<file path="config.mk">
export PLATFORM = sky130hd
export DESIGN_NAME = rx_frame_reader
export DESIGN_NICKNAME = d
export VERILOG_FILES = /design/src/rtl/rx_frame_reader.sv
export SDC_FILE = /design/constraint.sdc
export NUM_CORES = 1
export LEC_CHECK = 0
export CORE_ASPECT_RATIO = 1.75
export CORE_MARGIN = 5
export CORE_UTILIZATION = 57
export CTS_CLUSTER_DIAMETER = 100
export DETAILED_ROUTE_END_ITERATION = 6
export GPL_ROUTABILITY_DRIVEN = 0
export PLACE_DENSITY = 0.85
export SYNTH_ARGS = -nofsm -noshare
export SYNTH_HDL_FRONTEND = slang
export SYNTH_SLANG_ARGS = --single-unit
export TNS_END_PERCENT = 30
</file>
<file path="constraint.sdc">
create_clock -name clk -period 4.85 [get_ports clk]
set_input_delay 1.455 -clock clk [delete_from_list [all_inputs] [get_ports clk]]
set_output_delay 1.455 -clock clk [all_outputs]
set_load 0.005 [all_outputs]
</file>
<file path="src/rtl/rx_frame_reader.sv">
// Drains completed frames from the 128-byte RX buffer and streams them to the host
// as sync, length, payload[1..L], status over a valid/ready byte handshake.
module rx_frame_reader #(
    parameter logic [7:0] SYNC_BYTE    = 8'hA5,
    // Event encoding shared with the rx block's event bus
    parameter logic [2:0] RX_EVENT_SFD = 3'd1,
    parameter logic [2:0] RX_EVENT_PHR = 3'd2,
    parameter logic [2:0] RX_EVENT_END = 3'd3
) (
    input  logic       clk,
    input  logic       reset,
    input  logic       i_enable,
    input  logic [2:0] i_rx_ev,
    input  logic       i_rx_ev_sig,
    input  logic       i_rx_fcs_ok,
    output logic [6:0] o_buf_r_addr,
    input  logic [7:0] i_buf_r_byte,
    output logic [7:0] o_tx_byte,
    output logic       o_tx_valid,
    input  logic       i_tx_ready,
    output logic       o_busy,
    output logic [7:0] o_drop_cnt
);

    typedef enum logic [2:0] {S_IDLE, S_SYNC, S_LEN, S_DATA, S_STAT} state_t;

    state_t     r_state;
    logic [6:0] r_buf_r_addr;
    logic [7:0] r_tx_byte;
    logic       r_tx_valid;
    logic       r_busy;
    logic [7:0] r_drop_cnt;
    logic       r_fcs_ok;
    logic       r_overrun;
    logic       r_clamp;
    logic [6:0] r_len;
    logic [6:0] r_k;
    logic       r_sig_prev;
    logic [2:0] r_ev_prev;

    logic       w_new_ev;
    logic       w_end_ev;
    logic       w_hdr_ev;
    logic [6:0] w_len_clamped;

    // A held strobe only counts again if the event code changes
    assign w_new_ev      = i_rx_ev_sig && (!r_sig_prev || (i_rx_ev != r_ev_prev));
    assign w_end_ev      = w_new_ev && (i_rx_ev == RX_EVENT_END);
    assign w_hdr_ev      = w_new_ev && ((i_rx_ev == RX_EVENT_PHR) || (i_rx_ev == RX_EVENT_SFD));
    assign w_len_clamped = i_buf_r_byte[7] ? 7'd127 : i_buf_r_byte[6:0];

    always_ff @(posedge clk) begin
        if (reset) begin
            r_state      <= S_IDLE;
            r_buf_r_addr <= 7'd0;
            r_tx_byte    <= 8'd0;
            r_tx_valid   <= 1'b0;
            r_busy       <= 1'b0;
            r_drop_cnt   <= 8'd0;
            r_fcs_ok     <= 1'b0;
            r_overrun    <= 1'b0;
            r_clamp      <= 1'b0;
            r_len        <= 7'd0;
            r_k          <= 7'd0;
            r_sig_prev   <= 1'b0;
            r_ev_prev    <= 3'd0;
        end else begin
            r_sig_prev <= i_rx_ev_sig;
            r_ev_prev  <= i_rx_ev;

            if (w_end_ev && (r_busy || !i_enable) && (r_drop_cnt != 8'hFF))
                r_drop_cnt <= r_drop_cnt + 8'd1;
            if (w_hdr_ev && r_busy)
                r_overrun <= 1'b1;

            // Each byte after SYNC has a load cycle (valid low) then a hold-until-accept phase
            case (r_state)
                S_IDLE: begin
                    if (w_end_ev && i_enable) begin
                        r_fcs_ok     <= i_rx_fcs_ok;
                        r_overrun    <= 1'b0;
                        r_clamp      <= 1'b0;
                        r_buf_r_addr <= 7'd0;
                        r_tx_byte    <= SYNC_BYTE;
                        r_tx_valid   <= 1'b1;
                        r_busy       <= 1'b1;
                        r_state      <= S_SYNC;
                    end
                end
                S_SYNC: begin
                    if (r_tx_valid && i_tx_ready) begin
                        r_tx_valid <= 1'b0;
                        r_state    <= S_LEN;
                    end
                end
                S_LEN: begin
                    if (!r_tx_valid) begin
                        r_tx_byte    <= {1'b0, w_len_clamped};
                        r_len        <= w_len_clamped;
                        r_clamp      <= i_buf_r_byte[7];
                        r_tx_valid   <= 1'b1;
                        r_buf_r_addr <= 7'd1;
                    end else if (i_tx_ready) begin
                        r_tx_valid <= 1'b0;
                        r_k        <= 7'd1;
                        r_state    <= (r_len == 7'd0) ? S_STAT : S_DATA;
                    end
                end
                S_DATA: begin
                    if (!r_tx_valid) begin
                        r_tx_byte    <= i_buf_r_byte;
                        r_tx_valid   <= 1'b1;
                        r_buf_r_addr <= r_k + 7'd1;
                    end else if (i_tx_ready) begin
                        r_tx_valid <= 1'b0;
                        if (r_k == r_len)
                            r_state <= S_STAT;
                        else
                            r_k <= r_k + 7'd1;
                    end
                end
                S_STAT: begin
                    if (!r_tx_valid) begin
                        r_tx_byte  <= {r_fcs_ok, 5'b00000, r_overrun, r_clamp};
                        r_tx_valid <= 1'b1;
                    end else if (i_tx_ready) begin
                        r_tx_valid <= 1'b0;
                        r_busy     <= 1'b0;
                        r_state    <= S_IDLE;
                    end
                end
                default: r_state <= S_IDLE;
            endcase
        end
    end

    assign o_buf_r_addr = r_buf_r_addr;
    assign o_tx_byte    = r_tx_byte;
    assign o_tx_valid   = r_tx_valid;
    assign o_busy       = r_busy;
    assign o_drop_cnt   = r_drop_cnt;

endmodule
</file>
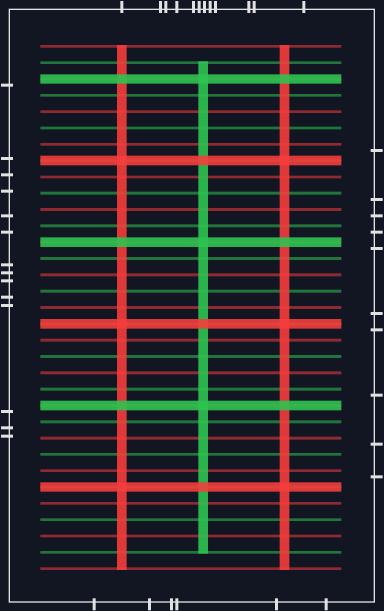
Run 1: supply network
Scale: 6 px per micron. Pins as bars on the die edge.
red -> VSS
green -> VDD
met4 straps = 3
rows = 32
met1 rails = 33
CORE AREA: 4360 sq um
Die Span X: 60.6 microns
Worst VDD drop: 0.000268 V
die height: 98.5 microns

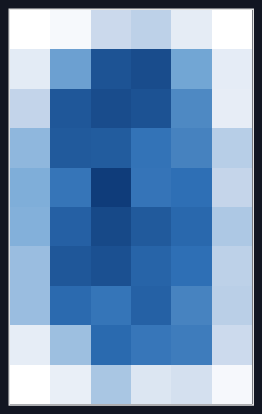
Run 1: placement density heat map
Scale: 4 px per micron. 6 x 10 tiles, from white (low) to dark blue (high), 0 to 100% covered.
fullest tile = 95%
emptiest ninth of the die = top right
mean over tiles = 51%
densest ninth of the die = middle
tiles over 75% full = 30%
post-route core utilization: 0.708
Pre-Place Util: 0.585

==> qor.txt, run 1 <==
Avg Inst Size Synth = 8.69 sq um
Cycle use final = 0.667
Post-route ant nets = 0
Worst slew pin tran = 0.891 ns
Ys async rst share = 0
Sequential cell count = 49
Setup crit start kind = primary input
Met2 usage = 0.374
Ports = 42
Cells after Synth = 294
Yosys xor share = 0.0480
Slew HR = 0.406
Share of layout cells above drive strength 1 = 0.0738
Post-Synth AOI/OAI Area = 0.207
Post-layout minimum cycle time = 3.23 ns
Hold Slack = 0.462 ns
Mux frac, synth = 0.0853
Comb area share = 0.475
Logic family by area = simple AND/OR/NAND/NOR gates
Iteration-0 DRC count of the detailed router = 70
Area share, top type = 0.384
Placement Setup Slack = 1.30 ns
CP bufs+invs = 1
Setup crit end kind = flip-flop
Min-Delay Endpoint = o_buf_r_addr[3]
Pint = 0.635 mW
Pin count of the biggest net entering global routing = 40
Clock buf count = 5
Sw frac = 0.216
Final #Nets = 343
Synth area leaders = dfxtp_1, mux2i_1, xnor2_1
Gr ovfl total = 0
Cts hold-fix bufs = 0
DR pass1 iterations = 4
Ys flop type = dfxtp_1
Tap Count = 51
Simple share = 0.225
CTS tree = built
Register Area = 981 sq um
Largest cell class by area = logic gates
Tot Pwr = 0.810 mW
Tool warnings = 26
Unrepaired setup endpoints after global routing = false
Met1 Usage GRT = 0.244
Worst hold path class = flip-flop to flip-flop
Sequential share of the synthesized area = 0.384
Synthesis Warnings = 0
Comb gate area = 1470 sq um
Most numerous logic cell after layout = dfxtp_1
Reg-to-Reg Start = r_state[1]
Count of library flops with an enable pin = 0
DR WL/cell = 16.0 microns
Post-synth top cells = dfxtp_1, nand2_1, nor2_1
First-pass GRT wire length = 10,100 microns
Vias in the first global route = 2,240
Power Density = 262 nW/um^2
Reg clk slew, reported paths = 0.09 ns
Met3 usage in global routing = 0.0341
Most numerous cell in the Yosys netlist = dfxtp_1
# rows = 32
H-tree lvl count = 2
Cell variety after synth = 50
Initial antenna violation count = 0
Placed cell count = 368
FF-to-FF End = r_k[4]
Top Layout Cells = dfxtp_1, clkdlybuf4s50_1, nand2_1, nor2_1, a21oi_1
Critical Path Max Stage Delay = 0.49 ns
R2r worst-path depth = 4
Largest area contributor in the netlist = dfxtp_1
Postcts setup bufs = 0
Outcome = completed
Max cap viols = 0
Max layer used = met4
IO Port Bufs = 41
Invs w/o clock = 7
Ys cells = 294
Setup-failing EPs final = 0
GRT busiest layer = met2
Aggregate negative setup slack = 0 ns
Pleak = 1.13 nW
Post-CTS resize count = 0
Clock Root Buffer = clkbuf_8
Clk sinks = 49
N_diodes = 0
DRC = 0
Total CTS buffers = 5
Launch point of the worst path = i_rx_ev[0]
Buffer share of cell area = 0.135
Net count after synthesis = 313
YS chip area = 2550 sq um
Wire length on met3 = 235 microns
HPWL after DPL = 4420 microns
Sequential power share = 0.505
Total track usage = 0.214
Fmax = 0.309 GHz
Via density = 6.14
Post-Synth Adder-Cell Area = 0.00980
Top Consumer = sequential cells
Signal buffers = 42
Seq cells post-synth = 49
Crit path cell chain = clkdlybuf4s50_1, xnor2_1, a41oi_2, a31oi_4, mux2_2
Final WS setup = 1.62 ns
Seq/total area = 0.317
Worst path depth = 5
Clock network area share = 0.0433
Fillers = 354
R2R Setup Slk = 2.86 ns
P_seq = 0.409 mW
DR WL met2 = 3280 microns
Min-Delay Path Depth = 2
Layout area overhead = 21.1%
Post-synthesis cell area = 2550 sq um
P_comb = 0.0536 mW
Worst Setup EP = o_tx_byte[0]
Clk buf depth = 2
Logic Gate Count = 219
Crit path DRT = 5.04 ns
Critical Path AT = 3.43 ns
Worst Setup Path Type = primary input to flip-flop
Final Hold Fails = 0
Final cell count without fillers = 376
M1 WL = 2310 microns
Combinational power share = 0.066
Switching pwr = 0.175 mW
Cell family with the largest share of critical-path delay = AND-OR/OR-AND gates
Final Cell Area = 3090 sq um
Critical path's slowest cell = clkdlybuf4s50_1
Die area = 5970 sq um
Worst hold start = o_buf_r_addr[3]
Critical-path maximum fanout = 8
Cell area after placement = 2960 sq um
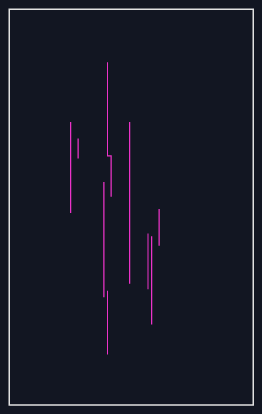
Run 1: met4 routing
Scale: 4 px per micron.
nets with wire on the layer = 9
wire length on this layer = 190 microns
main direction = vertical
longest straight run = 40.1 microns
routed via count: 2,307
routed wire length: 6010 microns

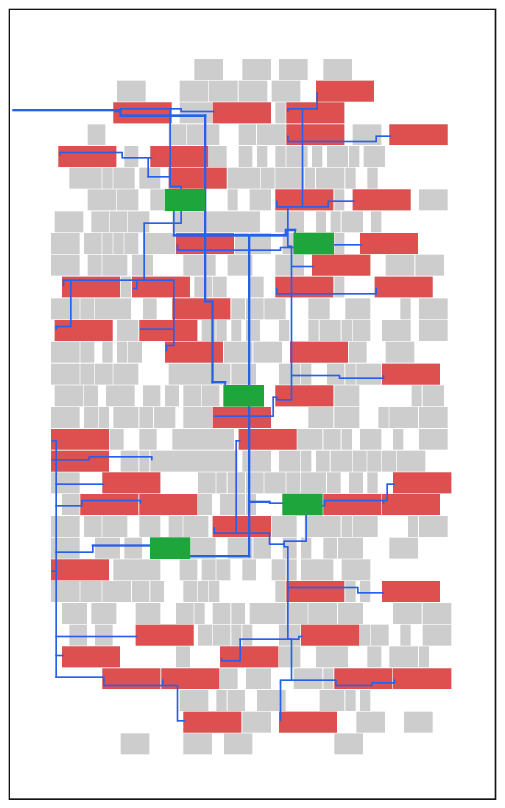
Run 1: clock network drawn from the DEF
Scale: 8 px per micron.
green -> clock drivers  # count 5
blue -> clock wires  # length 598 microns
red -> flip-flops  # count 49
flops lie = widely spread
routed clock nets = 6
clock share of power: 0.429
P_clk: 0.347 mW
worst clock skew: 0.0111 ns
clk ins delay skew pair: 0.31 ns

==> inputs of run 2 (changes only) <==
--- a/config.mk
+++ b/config.mk
@@ -7,11 +7,11 @@
 export LEC_CHECK = 0
 export CORE_ASPECT_RATIO = 1.75
 export CORE_MARGIN = 5
-export CORE_UTILIZATION = 57
+export CORE_UTILIZATION = 48
 export CTS_CLUSTER_DIAMETER = 100
 export DETAILED_ROUTE_END_ITERATION = 6
 export GPL_ROUTABILITY_DRIVEN = 0
-export PLACE_DENSITY = 0.85
+export PLACE_DENSITY = 0.76
 export SYNTH_ARGS = -nofsm -noshare
 export SYNTH_HDL_FRONTEND = slang
 export SYNTH_SLANG_ARGS = --single-unit
==> constraint.sdc (replaced) <==
create_clock -name clk -period 2.9 [get_ports clk]
set_input_delay 0.87 -clock clk [delete_from_list [all_inputs] [get_ports clk]]
set_output_delay 0.87 -clock clk [all_outputs]
set_load 0.005 [all_outputs]
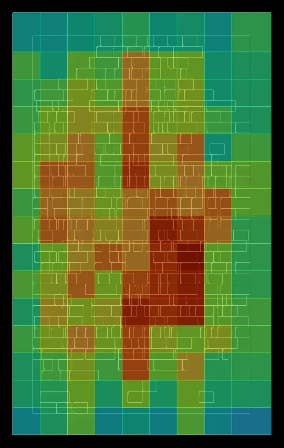
Run 2: routing congestion
DR WL/cell: 15.7 microns
met1 Usage GRT: 0.215
total track usage: 0.196
met2 usage: 0.365

==> qor.txt, run 2 <==
Clock buf count = 7 (+2)
Tot Pwr = 1.22 mW (+51%)
P_comb = 0.0979 mW (+83%)
Placement Setup Slack = 0.0944 ns (-1.21 ns)
Sequential cell count = 49 (unchanged)
Post-route ant nets = 0 (unchanged)
Cts hold-fix bufs = 0 (unchanged)
Most numerous cell in the Yosys netlist = dfxtp_1
GRT busiest layer = met2
Sequential power share = 0.560 (+0.055)
Pre-Place Util = 0.490 (-0.0951)
Area share, top type = 0.384 (unchanged)
Cycle use final = 0.854
Worst slew pin tran = 0.800 ns (-0.0909 ns)
P_seq = 0.683 mW (+67%)
Ys flop type = dfxtp_1
Combinational power share = 0.080 (+0.014)
CP bufs+invs = 2 (+1)
Post-Synth AOI/OAI Area = 0.207 (unchanged)
Initial antenna violation count = 0 (unchanged)
Mux frac, synth = 0.0853 (unchanged)
Layout area overhead = 23.2%
Routed wire length = 6140 microns (+2.2%)
Most numerous logic cell after layout = dfxtp_1
First-pass GRT wire length = 10,800 microns (+6.9%)
Setup crit start kind = primary input
Switching pwr = 0.279 mW (+59%)
Clk buf depth = 2 (unchanged)
Critical Path Max Stage Delay = 0.49 ns (about the same)
Total CTS buffers = 5 (unchanged)
Met3 usage in global routing = 0.0349 (+0.000808)
Worst clock skew = 0.00592 ns (-0.00518 ns)
Cell variety after synth = 50 (unchanged)
Gr ovfl total = 0 (unchanged)
DR WL met2 = 3420 microns (+4.2%)
DR pass1 iterations = 4 (unchanged)
Placed cell count = 383 (+4.1%)
Post-Synth Adder-Cell Area = 0.00980 (unchanged)
Slew HR = 0.464 (+0.0577)
Sw frac = 0.229 (+0.0125)
Yosys xor share = 0.0480 (unchanged)
Worst VDD drop = 0.000328 V (+23%)
Post-route core utilization = 0.604 (-0.105)
Via density = 5.96 (-2.8%)
Worst Setup EP = o_buf_r_addr[0]
Signal buffers = 53 (+26%)
Pin count of the biggest net entering global routing = 38 (-5.0%)
Net count after synthesis = 313 (unchanged)
Min-Delay Path Depth = 2 (unchanged)
Tap Count = 55 (+7.8%)
Pint = 0.941 mW (+48%)
Iteration-0 DRC count of the detailed router = 111 (+59%)
Worst path depth = 6 (+1)
Reg-to-Reg Start = r_state[1]
Critical path's slowest cell = clkdlybuf4s50_1
# rows = 35 (+9.4%)
Post-synth top cells = dfxtp_1, nand2_1, nor2_1
Fillers = 453 (+28%)
Die area = 6940 sq um (+16%)
Max layer used = met4
Seq/total area = 0.312 (-0.00555)
CORE AREA = 5210 sq um (+19%)
Register Area = 981 sq um (unchanged)
Final Hold Fails = 0 (unchanged)
Die height = 106 microns (+8.1%)
Reg clk slew, reported paths = 0.08 ns (about the same)
Ys cells = 294 (unchanged)
Power Density = 388 nW/um^2 (+48%)
Pleak = 1.17 nW (+3.4%)
Clk ins delay skew pair = 0.30 ns (about the same)
Top Consumer = sequential cells
Count of library flops with an enable pin = 0 (unchanged)
FF-to-FF End = r_len[6]
Post-layout minimum cycle time = 2.48 ns
Final Cell Area = 3150 sq um (+1.8%)
Largest area contributor in the netlist = dfxtp_1
Comb area share = 0.467 (-0.00831)
Post-CTS resize count = 0 (unchanged)
Outcome = completed
Routed via count = 2,332 (+1.1%)
Comb gate area = 1470 sq um (unchanged)
Cell area after placement = 3050 sq um (+3.0%)
Aggregate negative setup slack = 0 ns (unchanged)
DRC = 0 (unchanged)
Vias in the first global route = 2,399 (+7.1%)
Clk sinks = 49 (unchanged)
Clock Root Buffer = clkbuf_8
Buffer share of cell area = 0.159 (+0.0239)
Worst hold path class = flip-flop to flip-flop
Cell family with the largest share of critical-path delay = buffers and inverters
Invs w/o clock = 7 (unchanged)
Postcts setup bufs = 0 (unchanged)
N_diodes = 0 (unchanged)
CTS tree = built
Seq cells post-synth = 49 (unchanged)
Share of layout cells above drive strength 1 = 0.104 (+0.0303)
M1 WL = 2410 microns (+4.6%)
Worst Setup Path Type = primary input to flip-flop
Crit path DRT = 3.13 ns (-1.91 ns)
Logic family by area = simple AND/OR/NAND/NOR gates
Fmax = 0.404 GHz
Unrepaired setup endpoints after global routing = false
Largest cell class by area = logic gates
Wire length on met3 = 203 microns (-14%)
Setup crit end kind = flip-flop
Clock network area share = 0.0322 (-0.0111)
Final WS setup = 0.424 ns (-1.19 ns)
Synthesis Warnings = 0 (unchanged)
Critical-path maximum fanout = 7 (-1)
Cells after Synth = 294 (unchanged)
R2R Setup Slk = 0.92 ns (-1.94 ns)
R2r worst-path depth = 4 (unchanged)
Worst hold start = o_buf_r_addr[3]
Post-synthesis cell area = 2550 sq um (unchanged)
HPWL after DPL = 4600 microns (+4.0%)
P_clk = 0.439 mW (+27%)
Setup-failing EPs final = 0 (unchanged)
Max cap viols = 0 (unchanged)
Crit path cell chain = clkdlybuf4s50_1, xnor2_1, a41oi_2, buf_4, a31oi_4, mux2i_1
Logic Gate Count = 219 (unchanged)
Synth area leaders = dfxtp_1, mux2i_1, xnor2_1
Ports = 42 (unchanged)
Clock share of power = 0.360 (-0.069)
Final #Nets = 354 (+3.2%)
Run 2, wiring by layer:
Scale: 8 px per micron. Only two layers are drawn.
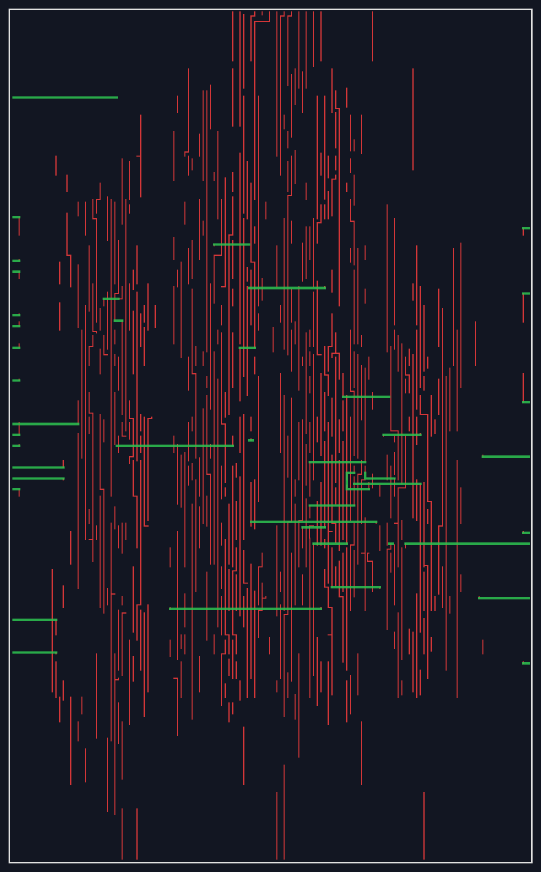

==> inputs of run 3 (changes only) <==
--- a/config.mk
+++ b/config.mk
@@ -5,13 +5,15 @@
 export SDC_FILE = /design/constraint.sdc
 export NUM_CORES = 1
 export LEC_CHECK = 0
+export CELL_PAD_IN_SITES_DETAIL_PLACEMENT = 1
+export CELL_PAD_IN_SITES_GLOBAL_PLACEMENT = 2
 export CORE_ASPECT_RATIO = 1.75
 export CORE_MARGIN = 5
-export CORE_UTILIZATION = 48
+export CORE_UTILIZATION = 29
 export CTS_CLUSTER_DIAMETER = 100
 export DETAILED_ROUTE_END_ITERATION = 6
 export GPL_ROUTABILITY_DRIVEN = 0
-export PLACE_DENSITY = 0.76
+export PLACE_DENSITY_LB_ADDON = 0.1
 export SYNTH_ARGS = -nofsm -noshare
 export SYNTH_HDL_FRONTEND = slang
 export SYNTH_SLANG_ARGS = --single-unit
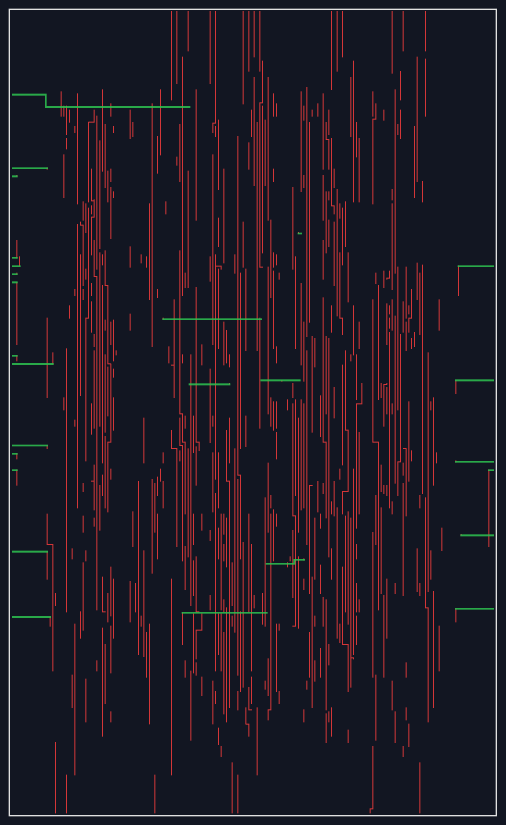
Run 3: wiring by layer
Scale: 6 px per micron. Only two layers are drawn.
red -> metal 2  # wire length 4,520 microns
green -> metal 3  # wire length 149 microns
total track usage: 0.151
DR WL/cell: 16.7 microns
routed wire length: 7620 microns
routed via count: 2,301

==> qor.txt, run 3 <==
Worst VDD drop = 0.000215 V (-34%)
Largest cell class by area = logic gates
Critical-path maximum fanout = 9 (+2)
Worst slew pin tran = 0.704 ns (-0.0961 ns)
Cell variety after synth = 50 (unchanged)
Combinational power share = 0.069 (-0.011)
Outcome = completed
Crit path cell chain = clkdlybuf4s50_1, xnor2_1, a41o_1, nor4_1, mux2_2
DRC = 0 (unchanged)
Post-CTS resize count = 0 (unchanged)
Gr ovfl total = 0 (unchanged)
Worst Setup EP = o_drop_cnt[6]
Comb area share = 0.440 (-0.0268)
Setup-failing EPs final = 0 (unchanged)
Setup crit end kind = flip-flop
Worst clock skew = 0.00590 ns (-0.0000140 ns)
Share of layout cells above drive strength 1 = 0.112 (+0.00760)
Cycle use final = 0.849 (-0.00457)
Final WS setup = 0.438 ns (+0.0133 ns)
DR WL met2 = 4520 microns (+32%)
Pleak = 1.23 nW (+4.8%)
Reg clk slew, reported paths = 0.07 ns (about the same)
Die area = 10,900 sq um (+57%)
Ports = 42 (unchanged)
Power Density = 443 nW/um^2 (+14%)
Post-layout minimum cycle time = 2.46 ns (-0.0133 ns)
Placement Setup Slack = 0.112 ns (+0.0174 ns)
Largest area contributor in the netlist = dfxtp_1
Worst hold start = o_buf_r_addr[2]
CTS tree = built
Synthesis Warnings = 0 (unchanged)
Iteration-0 DRC count of the detailed router = 59 (-47%)
Post-synthesis cell area = 2550 sq um (unchanged)
Seq/total area = 0.294 (-0.0179)
P_clk = 0.694 mW (+58%)
DR pass1 iterations = 4 (unchanged)
Aggregate negative setup slack = 0 ns (unchanged)
Total CTS buffers = 5 (unchanged)
Seq cells post-synth = 49 (unchanged)
# rows = 45 (+29%)
Sw frac = 0.217 (-0.0119)
R2R Setup Slk = 0.99 ns (+0.07 ns)
CORE AREA = 8670 sq um (+66%)
CP bufs+invs = 1 (-1)
Slew HR = 0.530 (+0.0660)
Clk ins delay skew pair = 0.29 ns (about the same)
Crit path DRT = 3.08 ns (-0.05 ns)
Wire length on met3 = 148 microns (-27%)
Final Cell Area = 3340 sq um (+6.1%)
Area share, top type = 0.384 (unchanged)
Post-route core utilization = 0.385 (-0.219)
Register Area = 981 sq um (unchanged)
Final Hold Fails = 0 (unchanged)
Met2 usage = 0.301 (-0.0643)
Fillers = 1,050 (+130%)
Buffer share of cell area = 0.163 (+0.00362)
Worst hold path class = flip-flop to flip-flop
Setup crit start kind = primary input
Min-Delay Path Depth = 2 (unchanged)
Via density = 5.04 (-16%)
Signal buffers = 57 (+7.5%)
Ys flop type = dfxtp_1
Cell area after placement = 3170 sq um (+3.9%)
Unrepaired setup endpoints after global routing = false
Mux frac, synth = 0.0853 (unchanged)
Tap Count = 117 (+110%)
Clock network area share = 0.0517 (+0.0195)
Sequential power share = 0.462 (-0.098)
Logic Gate Count = 219 (unchanged)
Met3 usage in global routing = 0.0228 (-0.0120)
M1 WL = 2840 microns (+18%)
Critical path's slowest cell = clkdlybuf4s50_1
Post-Synth AOI/OAI Area = 0.207 (unchanged)
Most numerous cell in the Yosys netlist = dfxtp_1
Placed cell count = 449 (+17%)
Post-Synth Adder-Cell Area = 0.00980 (unchanged)
Worst Setup Path Type = primary input to flip-flop
Cts hold-fix bufs = 0 (unchanged)
Ys cells = 294 (unchanged)
Yosys xor share = 0.0480 (unchanged)
Initial antenna violation count = 0 (unchanged)
Net count after synthesis = 313 (unchanged)
Tot Pwr = 1.48 mW (+21%)
Critical Path Max Stage Delay = 0.49 ns (about the same)
Switching pwr = 0.321 mW (+15%)
Most numerous logic cell after layout = dfxtp_1
Invs w/o clock = 7 (unchanged)
P_seq = 0.684 mW (about the same)
Final #Nets = 358 (+1.1%)
Worst path depth = 5 (-1)
FF-to-FF End = r_state[0]
Reg-to-Reg Start = r_state[1]
Pint = 1.16 mW (+23%)
Synth area leaders = dfxtp_1, mux2i_1, xnor2_1
Die height = 134 microns (+26%)
Layout area overhead = 30.7%
Power is estimated from default activity; no workload was simulated.
